Run 1, signal wires by layer:
Scale: 2 px per µm.
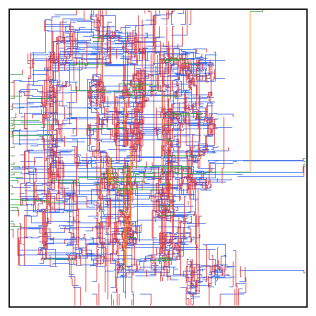
Run 1, the metal 2 layer:
Scale: 2 px per µm.
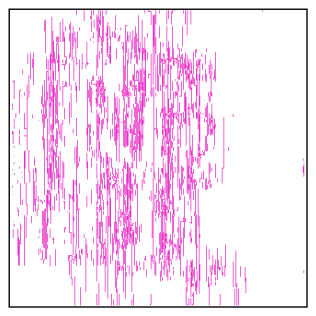
Run 1, power grid:
Scale: 2 px per µm. Pins as bars on the die edge. Tap cells in gray.
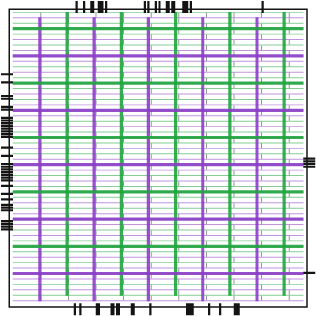
==> config.mk <==
export PLATFORM = sky130hd
export DESIGN_NAME = tick_scheduler
export DESIGN_NICKNAME = d
export VERILOG_FILES = /design/src/rtl/tick_scheduler.sv
export SDC_FILE = /design/constraint.sdc
export NUM_CORES = 1
export LEC_CHECK = 0
export CORE_UTILIZATION = 30
export CTS_BUF_LIST = sky130_fd_sc_hd__clkbuf_2 sky130_fd_sc_hd__clkbuf_4 sky130_fd_sc_hd__clkbuf_8
export DETAILED_ROUTE_END_ITERATION = 7
export PLACE_DENSITY = 0.56
export RECOVER_POWER = 100
export SLEW_MARGIN = 15
export SYNTH_ARGS = -nofsm -noshare
export SYNTH_HDL_FRONTEND = slang
export SYNTH_SLANG_ARGS = --single-unit
==> constraint.sdc <==
create_clock -name clk -period 3.05 [get_ports clk]
set_input_delay 0.61 -clock clk [delete_from_list [all_inputs] [get_ports clk]]
set_output_delay 0.61 -clock clk [all_outputs]
set_load 0.005 [all_outputs]
==> reports/results.tsv, run 1 <==
metric	value	unit
final weighted congestion in routability-driven placement	0.848	
Pre-antenna DRT Iters	5	
Mapped Avg Cell Area	10.2	µm²
vias per cell	5.44	
Antenna Nets Post-Route	0	
number of global-route vias before repair	5235	
Yosys reg bits	105	
syn nets	673	
port bufs	78	
initial antenna violation count	0	
CP Data Arrival Time	3.29	ns
Synth area leader	dfrtp_1	
grt total ovfl	0	
total power	4.35	mW
CP startpoint kind	flip-flop	
n_diodes	0	
Synth top cell by count	dfrtp_1	
CP endpoint kind	flip-flop	
Top cells by area	dfrtp_1 (28%), edfxtp_1 (15%), o2bb2ai_2 (6.8%)	
Root Buffer	clkbuf_8	
Longest Clk Path Bufs	2	
Log Warnings	30	
Num Clock Sinks	105	
worst r2r path cells	10	
first-pass GRT wire length	28000	µm
crit path max fanout	23	
worst setup margin	0.0442	ns
post-DP HPWL	12800	µm
Initial Util	0.305	
final setup TNS	0	ns
Comb pwr share	0.381	
starting DRC count in detailed routing	437	
Final Max Slew Viols	74	
Internal	2.86	mW
post-synthesis cell count	627	
switching power	1.50	mW
flop2flop setup slack	0.04	ns
Synth top cells by count	dfrtp_1 (71), clkbuf_1 (49), nand2_1 (41)	
pin count of the biggest net entering global routing	74	
Warnings, synthesis	0	
Worst-Skew Late Latency	0.39	ns
Pleak	2.88	nW
Final Setup Violations	0	
fraction of layout cells with a size suffix above 1	0.217	
Hold WS	0.527	ns
Yosys Instances	627	
Sw Share	0.344	
CTS Buf Count	9	
maximum clock rate	333	MHz
MaxCap Viol Count	1	
crit path time final	3.01	ns
outcome	finished with violations	
Worst-Margin Slew	1.88	ns
Clock Power Share	0.209	
Hold WC Path Type	flip-flop to flip-flop	
CP required	3.33	ns
Die ar.	0.0219	mm²
final period utilization	0.986	
Power Dens Cells	544	mW/mm²
Yosys cell types	73	
Post-Syn Area	0.00640	mm²
Area Overhead vs Synth	25.0	%
H-Tree Level Count	3	
CTS tree	done	
RSZ-0062 raised after global routing	yes	
Setup Crit Path Kind	flip-flop to flip-flop	
sequential power share	0.410	
Main synth FF type	dfrtp_1	
failing checks	capacitance limit, slew limit	
worst hold stages	2	
CTS Hold Bufs	0	
yosys stat area	0.00640	mm²
Post-route DRC	0	
Cell Rows	53	
Rel. slew slack	-0.253	
Synth Seq Share	0.436	
Area leader share	0.278	
Util after Layout	0.382	
Clk pin slew, worst setup/hold paths	0.10	ns
top-level I/O count	79	
Place WS	-0.0667	ns
nets	761	
final hold vios	0	
-- 'signal wires by layer' (at the start) --
Blue marks metal 1, wire length 8200 µm. Orange marks metal 4, wire length 530 µm. Red marks metal 2, wire length 8080 µm. Green marks metal 3, wire length 760 µm.
Routed WL: 17600 µm
gr usage total: 0.164
routed length per instance: 17.7 µm
detailed-route via count: 5408

-- 'the metal 2 layer' (at the start) --
The wires run mostly vertical. The layer holds 46% of the routed length. The longest straight run is 49.0 µm. 674 nets have wire on it. The layer carries 8080 µm of wire.
GRT met2 Usage: 0.252

-- 'power grid' (at the start) --
Purple marks VSS. Green marks VDD.
54 met1 rails follow the rows. The core has 53 rows. 275 tap cells. 10 straps on met5. 10 straps on met4.
Core Region: 0.0210 mm²
Die Wd: 148 µm
worst vdd ir: 241 µV
die height: 148 µm

run 1: layout make-up:
cell class / instances / area (µm²)
fillers: 2091 / 13000
multi-input cells: 427 / 3250
flip-flops and latches: 105 / 2790
repair buffers: 149 / 1330
well taps: 275 / 344
clock buffers: 9 / 124
inverters: 23 / 86.3
clock inverters: 7 / 76.3
run 1: what timing repair did:
item | CTS | global route
resized | 5 | 11
gates cloned | 0 | 1
pin swaps | 3 | 2
endpoints found under the setup margin | 42 | 62
buffers inserted | 0 | 2
run 1: cell families (layout without fill, tap and decap cells):
group,count (synthesis),in the layout,synth area share
AND-OR/OR-AND,157,157,0.221
AND/OR/NAND/NOR,218,218,0.199
buffers and inverters,95,188,0.0668
flip-flops,105,105,0.436
XOR/XNOR,36,36,0.0493
adder cells (fa/ha/maj),6,6,0.0117
multiplexers,10,10,0.0162
run 1: layer usage:
layer  vias to the layer above  routed length, µm  track usage
met1                      2653               8200        0.227
met5                         -                  0            0
met2                       174               8080        0.252
met3                        40                760       0.0288
li1                       2541                  -            -
met4                         0                529       0.0706
run 1: stage by stage:
step                      area [µm²]  instances
final                           8000        995
after global placement          7730        976
after detailed placement        7730        976
after CTS                       7950        992
after global routing            8000        995
after floorplan                 6400        627
run 1: cell usage in the layout, fill, tap and decap left out, types with 12 or more instances in the layout:
cell type and instances:
nor4_1 16, dfrtp_1 70, a22oi_1 30, buf_4 57, clkdlybuf4s50_1 34, xnor2_1 24
nand4_1 28, a31oi_1 14, edfxtp_1 32, inv_1 22, nand2_1 41, dlygate4sd3_1 43
nor2_1 34, xor2_1 12, o2bb2ai_2 29, nand3_1 19
run 1: critical path, stage by stage (launching register included):
cell and delay [ns]:
dfrtp_1 0.45, or3_1 0.40, or4_1 0.47, a21oi_1 0.22, o221ai_1 0.17, a2111oi_2 0.22
nand4bb_1 0.16, buf_6 0.18, buf_4 0.22, a31o_2 0.23, a22o_1 0.18
run 1: power by group through the flow:
stage | combinational [mW] | sequential, mW | clock (mW)
finish | 1.66 | 1.78 | 0.910
global route | 1.79 | 1.81 | 0.991
CTS | 1.67 | 1.79 | 0.930
detailed placement | 1.65 | 1.81 | 0
global placement | 1.63 | 1.81 | 0
floorplan | 0.808 | 1.83 | 0
==> inputs of run 2 (changes only) <==
- CORE_UTILIZATION: 30 -> 52
- PLACE_DENSITY: 0.56 -> 0.84
Run 2, signal wires by layer:
Scale: 3 px per µm.
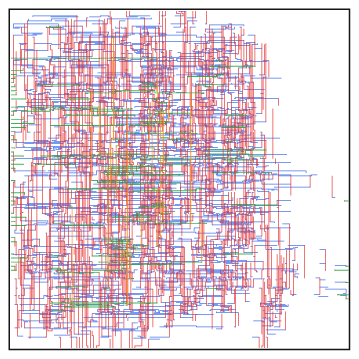
Green marks metal 3, wire length 1190 µm. Red marks metal 2, wire length 8990 µm. Blue marks metal 1, wire length 7230 µm. Orange marks metal 4, wire length 497 µm.
Routed WL: 17900 µm
detailed-route via count: 5707
gr usage total: 0.258
routed length per instance: 20.7 µm

Run 2, the metal 2 layer:
Scale: 2 px per µm.
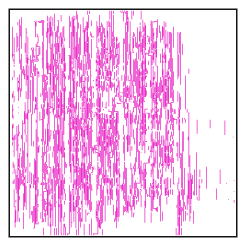
704 nets have wire on it. The longest straight run is 68.0 µm.
GRT met2 Usage: 0.450

Run 2, power grid:
Scale: 3 px per µm. Pins as bars on the die edge. Tap cells in gray.
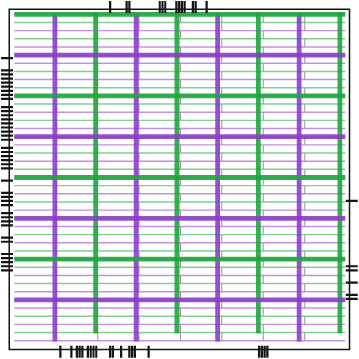
Green marks VDD. Purple marks VSS.
147 tap cells. 8 straps on met5. 79 signal pins sit on the boundary. 8 straps on met4.
worst vdd ir: 347 µV
Core Region: 0.0120 mm²
Die Wd: 113 µm

==> reports/results.tsv, run 2 <==
metric	value	unit	change
outcome	finished with violations		
failing checks	capacitance limit, slew limit, setup timing		
Clk pin slew, worst setup/hold paths	0.10	ns	about the same
worst setup margin	-0.112	ns	-0.156 ns
CTS Buf Count	9		unchanged
most used cell along the critical path	buf_6		
vias per cell	6.60		+21%
initial antenna violation count	0		unchanged
MaxCap Viol Count	1		unchanged
H-Tree Level Count	3		unchanged
EDFF count, synth	32		
fraction of layout cells with a size suffix above 1	0.251		+0.0340
starting DRC count in detailed routing	530		+21%
final weighted congestion in routability-driven placement	0.934		+10%
Area after DPL	0.00751	mm²	-2.9%
Log Warnings	30		unchanged
final period utilization	1.04		+0.0512
crit path max fanout	8		-65%
CP endpoint kind	flip-flop		
Cell Rows	40		-25%
Top Layout Cells	dfrtp_1 (69), buf_4 (56), nand2_1 (41), clkdlybuf4s50_1 (41), dlygate4sd3_1 (36)		
Worst-Skew Late Latency	0.38	ns	about the same
Rel. slew slack	-0.205		+0.0476
CP required	3.32	ns	about the same
flop2flop setup slack	-0.11	ns	-0.16 ns
Async SR Flop Fraction	0.695		
CP cell instances	inv_2 -> ha_4 -> nor4b_4 -> nand4_4 -> buf_6 -> nor2_1 -> a31oi_1 -> a2111oi_2 -> nand4bb_2 -> buf_6 -> a31o_4 -> clkbuf_16 -> o2bb2ai_2		
worst r2r path cells	13		+3
Critical Path Slowest Stage Cell	dfrtp_1		
top-level I/O count	79		unchanged
crit path time final	3.16	ns	+0.156 ns
Die ar.	0.0128	mm²	-42%
nets	759		-0.26%
Antenna Nets Post-Route	0		unchanged
Num Clock Sinks	105		unchanged
n_diodes	0		unchanged
worst hold stages	2		unchanged
post-DP HPWL	11600	µm	-9.1%
Longest Clk Path Bufs	2		unchanged
Yosys Instances	627		unchanged
top layer in use	met4		
syn nets	673		unchanged
Sequential Area	0.00279	mm²	about the same
Top cells by area	dfrtp_1 (28%), edfxtp_1 (15%), o2bb2ai_2 (6.8%)		
fill count	831		-60%
met2 wire length	8990	µm	+11%
Warnings, synthesis	0		unchanged
number of global-route vias before repair	5373		+2.6%
Post-route DRC	0		unchanged
final instance area	0.00809	mm²	+1.1%
pin count of the biggest net entering global routing	74		unchanged
Worst Clk Skew	0.00871	ns	
Worst-Margin Slew	1.81	ns	-0.0713 ns
met1 wire length	7230	µm	-12%
CP Data Arrival Time	3.43	ns	+0.14 ns
grt total ovfl	0		unchanged
Initial Util	0.533		+0.227
Hold WC Path Type	flip-flop to flip-flop		
Final Max Slew Viols	74		unchanged
CP startpoint kind	flip-flop		
CTS tree	done		
Synth area leader	dfrtp_1		
Synth top cells by count	dfrtp_1 (71), clkbuf_1 (49), nand2_1 (41)		
Main synth FF type	dfrtp_1		
Comb area	0.00350	mm²	+7.5%
final hold vios	0		unchanged
Yosys cell types	73		unchanged
Root Buffer	clkbuf_8		
port bufs	78		unchanged
Crit path largest cell delay	0.41	ns	-0.06 ns
post-synthesis cell count	627		unchanged
first-pass GRT wire length	26200	µm	-6.5%
RSZ-0062 raised after global routing	yes		
Synth Seq Share	0.436		unchanged
Yosys reg bits	105		unchanged
most frequent logic cell in the layout	dfrtp_1		
Setup Crit Path Kind	flip-flop to flip-flop		
met3 wire length	1190	µm	+56%
Final Setup Violations	43		+43
Pre-antenna DRT Iters	6		+1
Synth top cell by count	dfrtp_1		
Util after Layout	0.674		+0.292
CTS Hold Bufs	0		unchanged
worst path bufs/invs	4		+2
Area leader share	0.278		unchanged
crit-path leading delay family	AND-OR/OR-AND gates		
Area Overhead vs Synth	26.4	%	
Power Dens Cells	546	mW/mm²	+0.42%
Pleak	2.97	nW	+3.2%
maximum clock rate	316	MHz	-4.9%
yosys stat area	0.00640	mm²	unchanged
WP depth	13		+3
Mapped Avg Cell Area	10.2	µm²	unchanged
Post-Syn Area	0.00640	mm²	unchanged
[run 2: cell counts after synthesis]
Identical to the previous run, type by type.
[run 2: cell type report]
class / instances / area share
Clock buffer: 10 / 0.0162
Clock inverter: 6 / 0.00634
Inverter: 23 / 0.0107
Multi-Input combinational cell: 429 / 0.432
Sequential cell: 105 / 0.345
Tap cell: 147 / 0.0227
Timing Repair Buffer: 145 / 0.167
[run 2: per-layer routing]
metal	track usage	up-vias
met5	0	-
met4	0.0614	0
met3	0.0418	58
met2	0.450	271
met1	0.339	2837
li1	-	2541
[run 2: worst min-delay path, delay by kind of cell (launching register included)]
family | cells | cell delay [ns]
compound gates | 1 | 0.09
buf+inv | 1 | 0.07
flops | 1 | 0.39
[run 2: where the power goes]
| part | switching, mW | internal (mW) | total, mW |
|---|---|---|---|
| clock network | 0.511 | 0.320 | 0.831 |
| registers | 0.209 | 1.61 | 1.82 |
| logic | 0.853 | 0.919 | 1.77 |
| total | 1.57 | 2.85 | 4.42 |
[run 2: cells by family (layout without fill, tap and decap cells)]
group                      Yosys count  after routing  share of synthesized area
adders and majority gates            6              6                     0.0117
AOI/OAI and AO/OA                  157            159                      0.221
DFF                                105            105                      0.436
and+or+nand+nor                    218            218                      0.199
muxes                               10             10                     0.0162
buffers and inverters               95            184                     0.0668
xor gates and xnor gates            36             36                     0.0493
[run 2: timing repair]
item                       CTS  global route
gates cloned                 0             6
resized                     10            46
pin swaps                    3            12
setup buffers                0             4
setup endpoints to repair   50            66
[run 2: stage by stage]
step | setup slack (ns) | power (mW) | instances | setup TNS [ns] | hold WS (ns)
finish | -0.112 | 4.42 | 865 | -3.31 | 0.549
global route | -0.210 | 4.60 | 865 | -8.84 | 0.566
CTS | 0.00848 | 4.21 | 856 | 0 | 0.266
detailed placement | -0.159 | 3.38 | 840 | -5.47 | 0.519
global placement | 0.0293 | 3.33 | 840 | 0 | 0.523
floorplan | 0.0225 | 2.64 | 627 | 0 | 0.314
Power figures rest on the tool's default switching activity, not on a simulated workload.
